File: config.mk
export PLATFORM = sky130hd
export DESIGN_NAME = ip4_sm_rd
export DESIGN_NICKNAME = d
export VERILOG_FILES = /design/src/rtl/ip4_sm_rd.sv
export SDC_FILE = /design/constraint.sdc
export NUM_CORES = 1
export LEC_CHECK = 0
export ABC_CLOCK_PERIOD_IN_PS = 3300
export CAP_MARGIN = 15
export CORE_MARGIN = 10
export CORE_UTILIZATION = 45
export CTS_CLUSTER_DIAMETER = 150
export DETAILED_ROUTE_END_ITERATION = 10
export HOLD_SLACK_MARGIN = 0.08
export PLACE_DENSITY = 0.68
export SLEW_MARGIN = 20
export SYNTH_ARGS = -nofsm -noshare
export SYNTH_HDL_FRONTEND = slang
export SYNTH_SLANG_ARGS = --single-unit
File: constraint.sdc
create_clock -name clk -period 3.3 [get_ports clk]
set_clock_uncertainty 0.2 [all_clocks]
set_input_delay 0.66 -clock clk [delete_from_list [all_inputs] [get_ports clk]]
set_output_delay 0.66 -clock clk [all_outputs]
set_load 0.01 [all_outputs]
File: src/rtl/ip4_sm_rd.sv
// ip4_sm_rd: read sequencer for one ip4 shared-memory bank; the writer has priority and returned words are buffered in a first-word-fall-through FIFO
module ip4_sm_rd #(
  parameter int ADR_W = 10,
  parameter int TAG_W = 4,
  parameter int DEPTH = 4
) (
  input  logic             clk,
  input  logic             rst_n,
  input  logic             req_vld,
  output logic             req_rdy,
  input  logic [ADR_W-1:0] req_adr,
  input  logic [3:0]       req_len,
  input  logic [TAG_W-1:0] req_tag,
  input  logic             wr_busy,
  output logic             bk_rd,
  output logic [ADR_W-1:0] bk_adr,
  input  logic [31:0]      bk_datao,
  output logic             rsp_vld,
  input  logic             rsp_rdy,
  output logic [31:0]      rsp_data,
  output logic [TAG_W-1:0] rsp_tag,
  output logic             rsp_last,
  output logic             busy
);
  localparam int PW = $clog2(DEPTH);
  localparam logic [PW:0] FULL = DEPTH[PW:0];
  typedef enum logic {IDLE, BURST} st_t;
  st_t st, st_n;
  logic [ADR_W-1:0] cur_adr;
  logic [3:0]       rem;
  logic [TAG_W-1:0] tag, if_tag;
  logic             inflight, if_last;
  logic [31:0]      m_data [DEPTH];
  logic [TAG_W-1:0] m_tag [DEPTH];
  logic             m_last [DEPTH];
  logic [PW-1:0]    wp, rp;
  logic [PW:0]      cnt;
  logic             issue, pop;
  // a read is only issued when the FIFO has room for it counting the word still in flight
  always_comb begin
    issue    = (st == BURST) & !wr_busy & ((cnt + (PW+1)'(inflight)) < FULL);
    st_n     = (st == IDLE) ? (req_vld ? BURST : IDLE) : ((issue && rem == 4'd0) ? IDLE : BURST);
    req_rdy  = (st == IDLE);
    bk_rd    = issue;
    bk_adr   = issue ? cur_adr : '0;
    rsp_vld  = (cnt != '0);
    pop      = rsp_vld & rsp_rdy;
    rsp_data = rsp_vld ? m_data[rp] : '0;
    rsp_tag  = rsp_vld ? m_tag[rp] : '0;
    rsp_last = rsp_vld & m_last[rp];
    busy     = (st == BURST) | inflight | rsp_vld;
  end
  always_ff @(posedge clk or negedge rst_n) begin
    if (!rst_n) begin
      st       <= IDLE;
      cur_adr  <= '0;
      rem      <= '0;
      tag      <= '0;
      inflight <= 1'b0;
      if_tag   <= '0;
      if_last  <= 1'b0;
      wp       <= '0;
      rp       <= '0;
      cnt      <= '0;
    end else begin
      st <= st_n;
      if (st == IDLE && req_vld) begin
        cur_adr <= req_adr;
        rem     <= req_len;
        tag     <= req_tag;
      end else if (issue) begin
        cur_adr <= cur_adr + ADR_W'(1);
        rem     <= rem - 4'd1;
      end
      inflight <= issue;
      if (issue) begin
        if_tag  <= tag;
        if_last <= (rem == 4'd0);
      end
      if (inflight) wp <= wp + PW'(1);
      if (pop) rp <= rp + PW'(1);
      cnt <= cnt + (PW+1)'(inflight) - (PW+1)'(pop);
    end
  end
  always_ff @(posedge clk) begin
    if (inflight) begin
      m_data[wp] <= bk_datao;
      m_tag[wp]  <= if_tag;
      m_last[wp] <= if_last;
    end
  end
endmodule

PDN straps and rails:
Bar = 50 um. Pins as bars on the die edge.
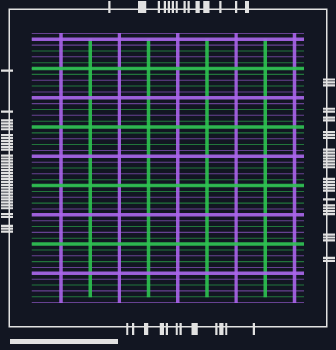
legend:
  VDD:
    colour: green
  VSS:
    colour: purple
met4 straps: 9
met1 rails: 47
signal pins: 106

Metal layers overlaid:
Bar = 50 um.
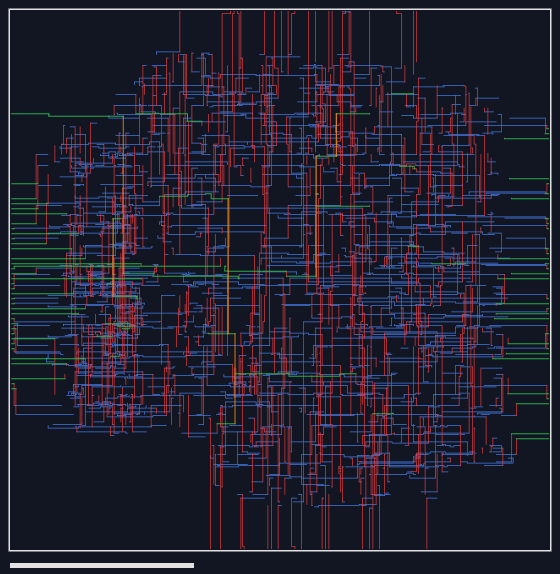
legend:
  metal 2:
    colour: red
    wire_length: 7,270 um
  metal 1:
    colour: blue
    wire_length: 6,550 um
  metal 3:
    colour: green
    wire_length: 838 um
  metal 4:
    colour: orange
    wire_length: 169 um
DRT Wirelength: 14.8 mm
routed len/inst: 19.2 um
Total GRT Usage: 14.2%

Placement by cell class:
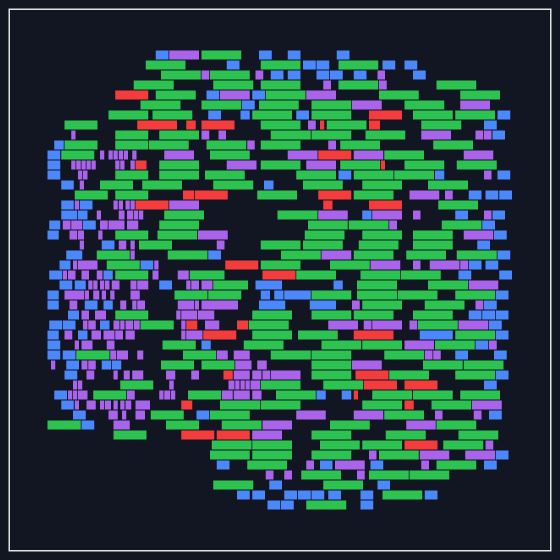
legend:
  combinational and other logic:
    colour: purple
    cells: 217
    share_of_their_area: 21%
  clock drivers and dummy loads:
    colour: red
    cells: 32
    share_of_their_area: 6.4%
  other buffers and delay cells:
    colour: blue
    cells: 128
    share_of_their_area: 14%
  flops:
    colour: green
    cells: 180
    share_of_their_area: 58%
floorplan core area: 15,800 sq um
Seq area share: 56.4%
Site Rows: 46

==> flow_summary.ini <==
; implementation run metrics
[run_status]
status = finished, final reports clean

[clock_network]
clkTransAtPathRegs_ps = 60
cts_root_buf = clkbuf_16
cts_sinks = 180
cts_tree = yes
numCtsBuffers = 17

[sta]
setup_tns_ps = 0
setup_ws_ps = 95.4
rsz0062_at_grt = false
worstMarginPinSlew_ps = 700
hold_viol = 0
fmaxAchievable_ghz = 0.312
fin_crit_ps = 3200
finalCritPeriodShare_pct = 97.1

[final_layout]
layout_top_cells = 148 x edfxtp_1, 95 x clkdlybuf4s50_1, 44 x and2_1
fill_cells = 1192
nNetsFinal = 609
final_layout_size_suffix_gt1_share_pct = 18.5

[grt]
antenna_found_initial = 0
grt_pass1_vias = 4349
met3_usage_pct = 4.88
top_usage_layer = met2
grt_max_degree = 33

[critical_path]
required_ps = 2440
endpoint_kind = output port
r2r_start = inflight$_DFF_PN0_
cp.arrival_ps = 2340
start_kind = register
ff2ff_setup_slack_ps = 890

[place]
io_buffer_count = 105
pre_cts_ws_ps = 95.1
gp_congestion = 0.807

[synthesis]
yosysTopAreaCellShare_pct = 61.3
yosysTopAreaCell = edfxtp_1
ys_seq_share_pct = 72.4
yosys-stat-cells = 415
synth_flops = 180
syn_inst = 415
netlist_top_cells_area = edfxtp_1 61%, mux4_2 12%, dfrtp_1 11%
syn-num-nets = 480
yosysWarnings = 0

[floorplan]
chipWidth_um = 147
fp.dieH_um = 147
fp_util_pct = 45.8

[power]
vdd_ir_drop_max_v = 0.000546
power.leakage_nw = 3.37

[route]
initialDrtViolationCount = 226
antenna_left = 0
num_vias = 3926

[worst_hold_path]
hold_path_depth = 2
[cells by family after synthesis]
kind of cell | after synthesis | synth area share [%]
adders and majority gates | 10 | 1.73
and+or+nand+nor | 122 | 8.64
xor gates and xnor gates | 9 | 1.19
AOI/OAI and AO/OA | 25 | 2.47
buffers and inverters | 32 | 2.07
muxes | 37 | 11.5
DFF | 180 | 72.4
[where the power goes]
group	leakage, nW	internal (mW)	total, mW	switching [mW]
Clock	0.269	1.12	1.97	0.845
Combinational	1.38	1.74	3.15	1.41
Sequential	1.72	2.99	3.27	0.279
Total	3.37	5.85	8.38	2.53
[timing repair]
action	CTS	global route
setup buffers	0	1
hold buffers	0	0
gates cloned	0	1
setup endpoints to repair	10	29
resized	10	3
[layout make-up]
class	instances	area share [%]
Inverter	14	0.591
Tap cell	216	2.90
Clock inverter	14	1.61
Sequential cell	180	56.4
Multi-Input combinational cell	203	20.1
Timing Repair Buffer	128	13.8
Clock buffer	18	4.61
[stage by stage]
step	hold WS, ps	utilization (%)	instance area, sq um	instances	power [mW]
after floorplan	164	-	7240	415	5.00
after global placement	251	54.9	8690	739	6.40
after detailed placement	258	54.9	8690	739	6.48
after CTS	275	58.6	9270	771	8.45
after global routing	288	58.8	9310	773	8.89
final	274	58.8	9310	773	8.38
[layer usage]
layer	wire [um]	up-vias
met1	6550	1970
li1	-	1831
met3	837	17
met2	7270	108
met5	0	-
met4	169	0
[registers in the layout, summed over array words and instances, names as in the netlist]
register  count
m_data      128
m_tag        16
cur_adr      10
if_tag        4
m_last        4
rem           4
tag           4
cnt           3
rp            2
wp            2
if_last       1
inflight      1
st            1
[critical path, stage by stage, from the launching register on]
cell and delay (ps):
dfrtp_2 660, buf_12 260, mux4_2 320, and2_1 200, clkdlybuf4s50_1 480
[cell usage after synthesis]
master,number
nor4_1,4
a221oi_2,2
nand4b_1,1
xnor2_1,5
clkbuf_1,7
o21ai_0,7
nor2b_1,1
nand2b_1,2
and2_1,48
dfrtp_1,32
inv_4,1
inv_1,13
ha_1,10
or3_1,3
xor2_1,3
or2_1,1
nand3_1,4
o221a_2,1
nand4_1,1
mux4_2,37
o21bai_1,1
a21oi_1,3
buf_2,7
o211ai_1,1
nand3b_1,1
buf_4,3
edfxtp_1,148
xor2_2,1
nor3_1,3
buf_6,1
a211oi_1,2
nand2_1,36
a21o_1,2
o21a_1,1
nor2_1,17
a22o_1,1
o21ai_2,1
o22ai_1,2
o21ai_1,1
[worst max-delay path by stage]
stage | depth (start not counted) | start | to | slack [ps]
floorplan | 8 | inflight$_DFF_PN0_ | bk_adr[0] | 590
global placement | 6 | wr_busy | bk_adr[0] | 110
detailed placement | 6 | wr_busy | bk_adr[8] | 100
CTS | 4 | cnt[2]$_DFF_PN0_ | rsp_last | 6
global route | 4 | rp[1]$_DFFE_PN0N_ | rsp_data[29] | 20
finish | 4 | rp[1]$_DFFE_PN0N_ | rsp_data[2] | 100
Power and IR drop assume default switching activity.
